Fig. 1: the clock network
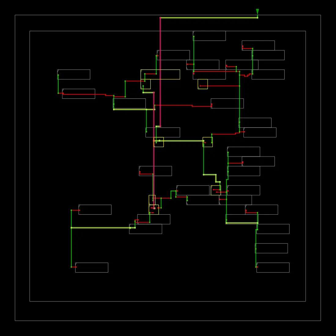
Fig. 2: routed clock nets over the placement
Scale bar: 20 µm.
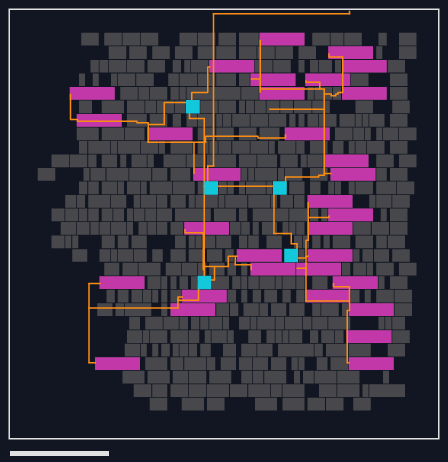
Fig. 3: wire density map
17 x 17 tiles, from dark blue (low) to red (high), scaled to the fullest tile. Values are wire area over tile area, all layers added.
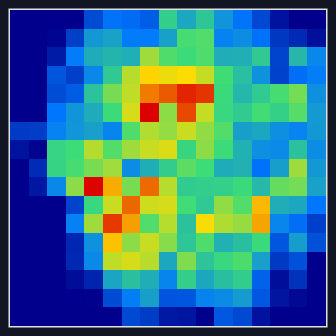
## src/rtl/fb_access_arbiter_if.sv

```systemverilog
// Frame-buffer arbiter bus: scan-out read, two player writers, clear control
// and the single-port RAM side. The arbiter uses the slave modport.
interface fb_access_arbiter_if #(
   parameter int unsigned ADDR_W = 19
);
   // scan-out read port
   logic              pix_req;
   logic [9:0]        DrawX;
   logic [9:0]        DrawY;
   logic [2:0]        pix_data;
   logic              pix_valid;

   // player write ports
   logic [1:0]        wr_req;
   logic [9:0]        wr_x0;
   logic [9:0]        wr_y0;
   logic [9:0]        wr_x1;
   logic [9:0]        wr_y1;
   logic [2:0]        wr_data0;
   logic [2:0]        wr_data1;
   logic [1:0]        wr_ack;

   // clear engine control
   logic              clr_start;
   logic              clr_busy;

   // RAM side
   logic [ADDR_W-1:0] mem_addr;
   logic              mem_we;
   logic [2:0]        mem_wdata;
   logic [2:0]        mem_rdata;

   modport master (
      output pix_req, DrawX, DrawY,
      input  pix_data, pix_valid,
      output wr_req, wr_x0, wr_y0, wr_x1, wr_y1, wr_data0, wr_data1,
      input  wr_ack,
      output clr_start,
      input  clr_busy,
      input  mem_addr, mem_we, mem_wdata,
      output mem_rdata
   );

   modport slave (
      input  pix_req, DrawX, DrawY,
      output pix_data, pix_valid,
      input  wr_req, wr_x0, wr_y0, wr_x1, wr_y1, wr_data0, wr_data1,
      output wr_ack,
      input  clr_start,
      output clr_busy,
      output mem_addr, mem_we, mem_wdata,
      input  mem_rdata
   );
endinterface

```

## src/rtl/fb_access_arbiter.sv

```systemverilog
// Single-port frame-buffer access scheduler. Scan-out reads win every cycle,
// then the optional full-screen clear engine, then the two player writers
// round-robin. The clear engine is built only when FB_CLEAR_EN is defined.
module fb_access_arbiter #(
   parameter int unsigned H_RES  = 640,
   parameter int unsigned V_RES  = 480,
   parameter int unsigned ADDR_W = 19
) (
   input  logic               Clk,
   input  logic               Reset_n,
   fb_access_arbiter_if.slave bus
);

   localparam int unsigned CRD_W = 10;
   localparam int unsigned PIX_W = 3;

   typedef enum logic [1:0] {
      G_NONE   = 2'd0,
      G_READ   = 2'd1,
      G_CLEAR  = 2'd2,
      G_PLAYER = 2'd3
   } grant_e;

   // Linear address y*H_RES + x, truncated to ADDR_W bits.
   function automatic logic [ADDR_W-1:0] pix_addr(input logic [CRD_W-1:0] x,
                                                  input logic [CRD_W-1:0] y);
      logic [ADDR_W-1:0] row;
      row = ADDR_W'(y) * ADDR_W'(H_RES);
      return row + ADDR_W'(x);
   endfunction

   // True when the coordinate lies inside the visible frame.
   function automatic logic on_screen(input logic [CRD_W-1:0] x,
                                      input logic [CRD_W-1:0] y);
      return (32'(x) < H_RES) && (32'(y) < V_RES);
   endfunction

   grant_e              grant_c;
   logic                player_c;
   logic [1:0]          ack_c;
   logic                clr_active_c;
   logic [ADDR_W-1:0]   clr_cnt;
   logic                rd_ok_c;
   logic                wr_ok_c;
   logic [CRD_W-1:0]    wr_x_c;
   logic [CRD_W-1:0]    wr_y_c;
   logic [PIX_W-1:0]    wr_data_c;

   logic                rr_last;
   logic [ADDR_W-1:0]   mem_addr_q;
   logic                mem_we_q;
   logic [PIX_W-1:0]    mem_wdata_q;
   logic [1:0]          rd_valid_q;
   logic [1:0]          rd_blank_q;
   logic                pix_valid_q;
   logic [PIX_W-1:0]    pix_data_q;

   // Per-cycle grant: read, then clear, then players (other-than-last on a tie).
   always_comb begin
      grant_c  = G_NONE;
      player_c = 1'b0;
      ack_c    = 2'b00;
      if (bus.pix_req) begin
         grant_c = G_READ;
      end else if (clr_active_c) begin
         grant_c = G_CLEAR;
      end else if (bus.wr_req != 2'b00) begin
         grant_c = G_PLAYER;
         if (bus.wr_req == 2'b11) begin
            player_c = ~rr_last;
         end else begin
            player_c = bus.wr_req[1];
         end
         ack_c = player_c ? 2'b10 : 2'b01;
      end
   end

   // Ack is combinational; held low while reset is asserted.
   assign bus.wr_ack = Reset_n ? ack_c : 2'b00;

   // Operands of the granted player and range qualifiers.
   always_comb begin
      wr_x_c    = player_c ? bus.wr_x1    : bus.wr_x0;
      wr_y_c    = player_c ? bus.wr_y1    : bus.wr_y0;
      wr_data_c = player_c ? bus.wr_data1 : bus.wr_data0;
      wr_ok_c   = on_screen(wr_x_c, wr_y_c);
      rd_ok_c   = on_screen(bus.DrawX, bus.DrawY);
   end

   // Round-robin pointer: most recently granted player.
   always_ff @(posedge Clk or negedge Reset_n) begin
      if (!Reset_n) begin
         rr_last <= 1'b1;
      end else if (grant_c == G_PLAYER) begin
         rr_last <= player_c;
      end
   end

   // RAM command register; address and data hold when no access is launched.
   always_ff @(posedge Clk or negedge Reset_n) begin
      if (!Reset_n) begin
         mem_addr_q  <= '0;
         mem_we_q    <= 1'b0;
         mem_wdata_q <= '0;
      end else begin
         case (grant_c)
            G_READ: begin
               mem_we_q <= 1'b0;
               if (rd_ok_c) begin
                  mem_addr_q <= pix_addr(bus.DrawX, bus.DrawY);
               end
            end
            G_CLEAR: begin
               mem_we_q    <= 1'b1;
               mem_addr_q  <= clr_cnt;
               mem_wdata_q <= '0;
            end
            G_PLAYER: begin
               mem_we_q <= wr_ok_c;
               if (wr_ok_c) begin
                  mem_addr_q  <= pix_addr(wr_x_c, wr_y_c);
                  mem_wdata_q <= wr_data_c;
               end
            end
            default: begin
               mem_we_q <= 1'b0;
            end
         endcase
      end
   end

   // Read pipeline: request -> address at RAM -> data back -> registered index.
   // Off-screen reads travel with a blank flag and return index 0.
   always_ff @(posedge Clk or negedge Reset_n) begin
      if (!Reset_n) begin
         rd_valid_q  <= 2'b00;
         rd_blank_q  <= 2'b00;
         pix_valid_q <= 1'b0;
         pix_data_q  <= '0;
      end else begin
         rd_valid_q  <= {rd_valid_q[0], bus.pix_req};
         rd_blank_q  <= {rd_blank_q[0], ~rd_ok_c};
         pix_valid_q <= rd_valid_q[1];
         if (rd_valid_q[1]) begin
            pix_data_q <= rd_blank_q[1] ? '0 : bus.mem_rdata;
         end
      end
   end

   assign bus.mem_addr  = mem_addr_q;
   assign bus.mem_we    = mem_we_q;
   assign bus.mem_wdata = mem_wdata_q;
   assign bus.pix_valid = pix_valid_q;
   assign bus.pix_data  = pix_data_q;

`ifdef FB_CLEAR_EN
   localparam int unsigned       FB_SIZE   = H_RES * V_RES;
   localparam logic [ADDR_W-1:0] LAST_ADDR = ADDR_W'(FB_SIZE - 1);

   typedef enum logic {
      S_IDLE  = 1'b0,
      S_CLEAR = 1'b1
   } clr_state_e;

   clr_state_e clr_state;
   clr_state_e clr_state_nxt;
   logic       clr_write_c;
   logic       clr_busy_q;

   // Clear FSM state register.
   always_ff @(posedge Clk or negedge Reset_n) begin
      if (!Reset_n) begin
         clr_state <= S_IDLE;
      end else begin
         clr_state <= clr_state_nxt;
      end
   end

   // Clear FSM next state; a start request during a clear is ignored.
   always_comb begin
      clr_state_nxt = clr_state;
      case (clr_state)
         S_IDLE: begin
            if (bus.clr_start) begin
               clr_state_nxt = S_CLEAR;
            end
         end
         S_CLEAR: begin
            if (clr_write_c && (clr_cnt == LAST_ADDR)) begin
               clr_state_nxt = S_IDLE;
            end
         end
         default: begin
            clr_state_nxt = S_IDLE;
         end
      endcase
   end

   // Clear FSM outputs: block players, write whenever the read slot is free.
   always_comb begin
      clr_active_c = 1'b0;
      clr_write_c  = 1'b0;
      if (clr_state == S_CLEAR) begin
         clr_active_c = 1'b1;
         clr_write_c  = ~bus.pix_req;
      end
   end

   // Clear address counter; parked at 0 outside a clear.
   always_ff @(posedge Clk or negedge Reset_n) begin
      if (!Reset_n) begin
         clr_cnt <= '0;
      end else if (clr_state == S_IDLE) begin
         clr_cnt <= '0;
      end else if (clr_write_c) begin
         clr_cnt <= (clr_cnt == LAST_ADDR) ? '0 : clr_cnt + ADDR_W'(1);
      end
   end

   // Busy flag follows the FSM state registered from its next value.
   always_ff @(posedge Clk or negedge Reset_n) begin
      if (!Reset_n) begin
         clr_busy_q <= 1'b0;
      end else begin
         clr_busy_q <= (clr_state_nxt == S_CLEAR);
      end
   end

   assign bus.clr_busy = clr_busy_q;
`else
   logic unused_clr_start;

   assign clr_active_c     = 1'b0;
   assign clr_cnt          = '0;
   assign bus.clr_busy     = 1'b0;
   assign unused_clr_start = bus.clr_start;
`endif

endmodule

```

## src/flat_wrapper.sv

```systemverilog
// flat-port wrapper written by rule: the top's interface ports become plain ports
module fb_access_arbiter_flat 
#(
   parameter int unsigned H_RES  = 640,
   parameter int unsigned V_RES  = 480,
   parameter int unsigned ADDR_W = 19
)
  (Clk, Reset_n, bus_pix_req, bus_DrawX, bus_DrawY, bus_pix_data, bus_pix_valid, bus_wr_req, bus_wr_x0, bus_wr_y0, bus_wr_x1, bus_wr_y1, bus_wr_data0, bus_wr_data1, bus_wr_ack, bus_clr_start, bus_clr_busy, bus_mem_addr, bus_mem_we, bus_mem_wdata, bus_mem_rdata);
  fb_access_arbiter_if #(.ADDR_W(ADDR_W)) bus_i ();
  input  logic Clk;
  input  logic Reset_n;
  input wire logic [$bits(bus_i.pix_req)-1:0] bus_pix_req;
  input wire logic [$bits(bus_i.DrawX)-1:0] bus_DrawX;
  input wire logic [$bits(bus_i.DrawY)-1:0] bus_DrawY;
  output wire logic [$bits(bus_i.pix_data)-1:0] bus_pix_data;
  output wire logic [$bits(bus_i.pix_valid)-1:0] bus_pix_valid;
  input wire logic [$bits(bus_i.wr_req)-1:0] bus_wr_req;
  input wire logic [$bits(bus_i.wr_x0)-1:0] bus_wr_x0;
  input wire logic [$bits(bus_i.wr_y0)-1:0] bus_wr_y0;
  input wire logic [$bits(bus_i.wr_x1)-1:0] bus_wr_x1;
  input wire logic [$bits(bus_i.wr_y1)-1:0] bus_wr_y1;
  input wire logic [$bits(bus_i.wr_data0)-1:0] bus_wr_data0;
  input wire logic [$bits(bus_i.wr_data1)-1:0] bus_wr_data1;
  output wire logic [$bits(bus_i.wr_ack)-1:0] bus_wr_ack;
  input wire logic [$bits(bus_i.clr_start)-1:0] bus_clr_start;
  output wire logic [$bits(bus_i.clr_busy)-1:0] bus_clr_busy;
  output wire logic [$bits(bus_i.mem_addr)-1:0] bus_mem_addr;
  output wire logic [$bits(bus_i.mem_we)-1:0] bus_mem_we;
  output wire logic [$bits(bus_i.mem_wdata)-1:0] bus_mem_wdata;
  input wire logic [$bits(bus_i.mem_rdata)-1:0] bus_mem_rdata;
  assign bus_i.pix_req = bus_pix_req;
  assign bus_i.DrawX = bus_DrawX;
  assign bus_i.DrawY = bus_DrawY;
  assign bus_pix_data = bus_i.pix_data;
  assign bus_pix_valid = bus_i.pix_valid;
  assign bus_i.wr_req = bus_wr_req;
  assign bus_i.wr_x0 = bus_wr_x0;
  assign bus_i.wr_y0 = bus_wr_y0;
  assign bus_i.wr_x1 = bus_wr_x1;
  assign bus_i.wr_y1 = bus_wr_y1;
  assign bus_i.wr_data0 = bus_wr_data0;
  assign bus_i.wr_data1 = bus_wr_data1;
  assign bus_wr_ack = bus_i.wr_ack;
  assign bus_i.clr_start = bus_clr_start;
  assign bus_clr_busy = bus_i.clr_busy;
  assign bus_mem_addr = bus_i.mem_addr;
  assign bus_mem_we = bus_i.mem_we;
  assign bus_mem_wdata = bus_i.mem_wdata;
  assign bus_i.mem_rdata = bus_mem_rdata;
  fb_access_arbiter #(.H_RES(H_RES), .V_RES(V_RES), .ADDR_W(ADDR_W)) u_core (.Clk(Clk), .Reset_n(Reset_n), .bus(bus_i));
endmodule
```

## config.mk

```make
export PLATFORM = sky130hd
export DESIGN_NAME = fb_access_arbiter_flat
export DESIGN_NICKNAME = d
export VERILOG_FILES = /design/src/rtl/fb_access_arbiter_if.sv /design/src/rtl/fb_access_arbiter.sv /design/src/flat_wrapper.sv
export SDC_FILE = /design/constraint.sdc
export NUM_CORES = 1
export LEC_CHECK = 0
export CORE_MARGIN = 4
export CORE_UTILIZATION = 52
export CTS_BUF_LIST = sky130_fd_sc_hd__clkbuf_4
export DETAILED_ROUTE_END_ITERATION = 10
export GPL_TIMING_DRIVEN = 0
export PLACE_DENSITY = 0.95
export SYNTH_ARGS = -nofsm -noshare
export SYNTH_HDL_FRONTEND = slang
export SYNTH_SLANG_ARGS = --single-unit
export TNS_END_PERCENT = 1
```

## constraint.sdc

```tcl
create_clock -name Clk -period 9.42 [get_ports Clk]
set_input_delay 1.884 -clock Clk [delete_from_list [all_inputs] [get_ports Clk]]
set_output_delay 1.884 -clock Clk [all_outputs]
set_load 0.02 [all_outputs]
```

==> deck_impl_summary.md <==
Implementation Results

STA
  – Fin. max-slew vios: 0
  – Clock skew: about 12 ps
  – Rel. slew slack: 40.8%

GRT
  – Antenna violations before repair: 0
  – Grt ovf: 0

Run status
  – Status: finished, final reports clean

Synthesis
  – Synth area leaders: dfrtp_1 (24%), ha_1 (14%), nor2_1 (4.1%)
  – Post-synth EDFFs: 0
  – Async SR Flop Fraction: 100%
  – Yosys warnings: 0
  – Syn Area/Cell: 8.60 µm²
  – Post-Synthesis Cells: roughly 370

CTS
  – CTS H-tree depth: 2
  – CTS tree: built
  – Clock Sinks: 32
  – Clock buffer depth: 2
  – Hold-fix buffers, CTS: 0
  – Worst skew pair latency: approximately 340 ps

Layout
  – Flop count: 32
  – Core Util, Final: about 74%
  – Flop share of the area: 18.4%
  – Register cell area after layout: roughly 800 µm²
  – Most frequent cells in the layout: clkdlybuf4s50_1 (101), ha_1 (36), nor2_1 (35), dfrtp_1 (31)

Worst setup path
  – CP max FO: 10
  – Reg2reg end: u_core.bus.mem_addr[17]

Floorplanning
  – Die Span X: 86.1 µm
  – Fp_density: 53.6%

Route
  – DR vias: about 3400

Power
  – Peak VDD IR: between 0.09 and 0.1 mV
## Picture notes: Fig. 1
CLK BUF: 6
Clk power: 0.110 mW

## Picture notes: Fig. 2
orange -> clock wires  # length 448 µm
magenta -> flip-flops  # count 32
cyan -> clock-net drivers  # count 5
routed clock nets = 6

## Picture notes: Fig. 3
fullest tile = 0.68
tiles over half the peak = 27%
nearly empty tiles = 19%
emptiest ninth of the die = bottom left
mean over tiles = 0.23
GRT Util Overall: 27.0%
drt total wl: 10200 µm

registers in the layout, summed over array words and instances (netlist names):
register              flops
u_core.bus.mem_we         1
u_core.bus.pix_data       3
u_core.bus.mem_addr      19
u_core.bus.pix_valid      1
u_core.rr_last            1
u_core.rd_valid_q         2
u_core.rd_blank_q         2
u_core.bus.mem_wdata      3
worst max-delay path by stage:
stage | cells past startpoint | endpoint | from
finish | 16 | u_core.bus.mem_addr[17] | bus_wr_req[1]
global route | 16 | u_core.bus.mem_addr[17] | bus_wr_req[1]
CTS | 16 | u_core.bus.mem_addr[17] | bus_wr_req[1]
detailed placement | 16 | u_core.bus.mem_addr[17] | bus_wr_req[1]
global placement | 16 | u_core.bus.mem_addr[17] | bus_wr_req[1]
floorplan | 15 | u_core.bus.mem_addr[17] | bus_wr_req[1]
metrics by stage:
step / total power [mW] / setup WS (ps) / hold slack, ps / instances
final: 0.690 / 2980 / 362 / 554
after global routing: 0.730 / 2820 / 373 / 554
after CTS: 0.684 / 3120 / 360 / 554
after detailed placement: 0.573 / 2830 / 337 / 546
after global placement: 0.553 / 2980 / 333 / 546
after floorplan: 0.418 / 4080 / 331 / 369
cell families after synthesis:
family,count (synthesis),synth area share [%]
simple gates,117,18.5
mux,17,5.68
flops,32,25.3
compound gates,101,21.6
other cells,1,0.118
buf+inv,35,4.93
xor+xnor,26,7.18
fa+ha+maj,40,16.7
power breakdown:
part           internal, mW  switching [mW]
sequential            0.170          0.0200
clock                0.0585          0.0517
combinational         0.181           0.209
total                 0.409           0.281
layer usage:
| layer | wire, µm | GRT usage (%) | share of wire (%) |
|---|---|---|---|
| met3 | 807 | 5.09 | 7.9 |
| met1 | 3660 | 30.3 | 36 |
| met4 | 427 | 11.2 | 4.2 |
| met5 | 0 | 0 | 0 |
| met2 | 5350 | 49.6 | 52 |
Power is estimated from default activity; no workload was simulated.
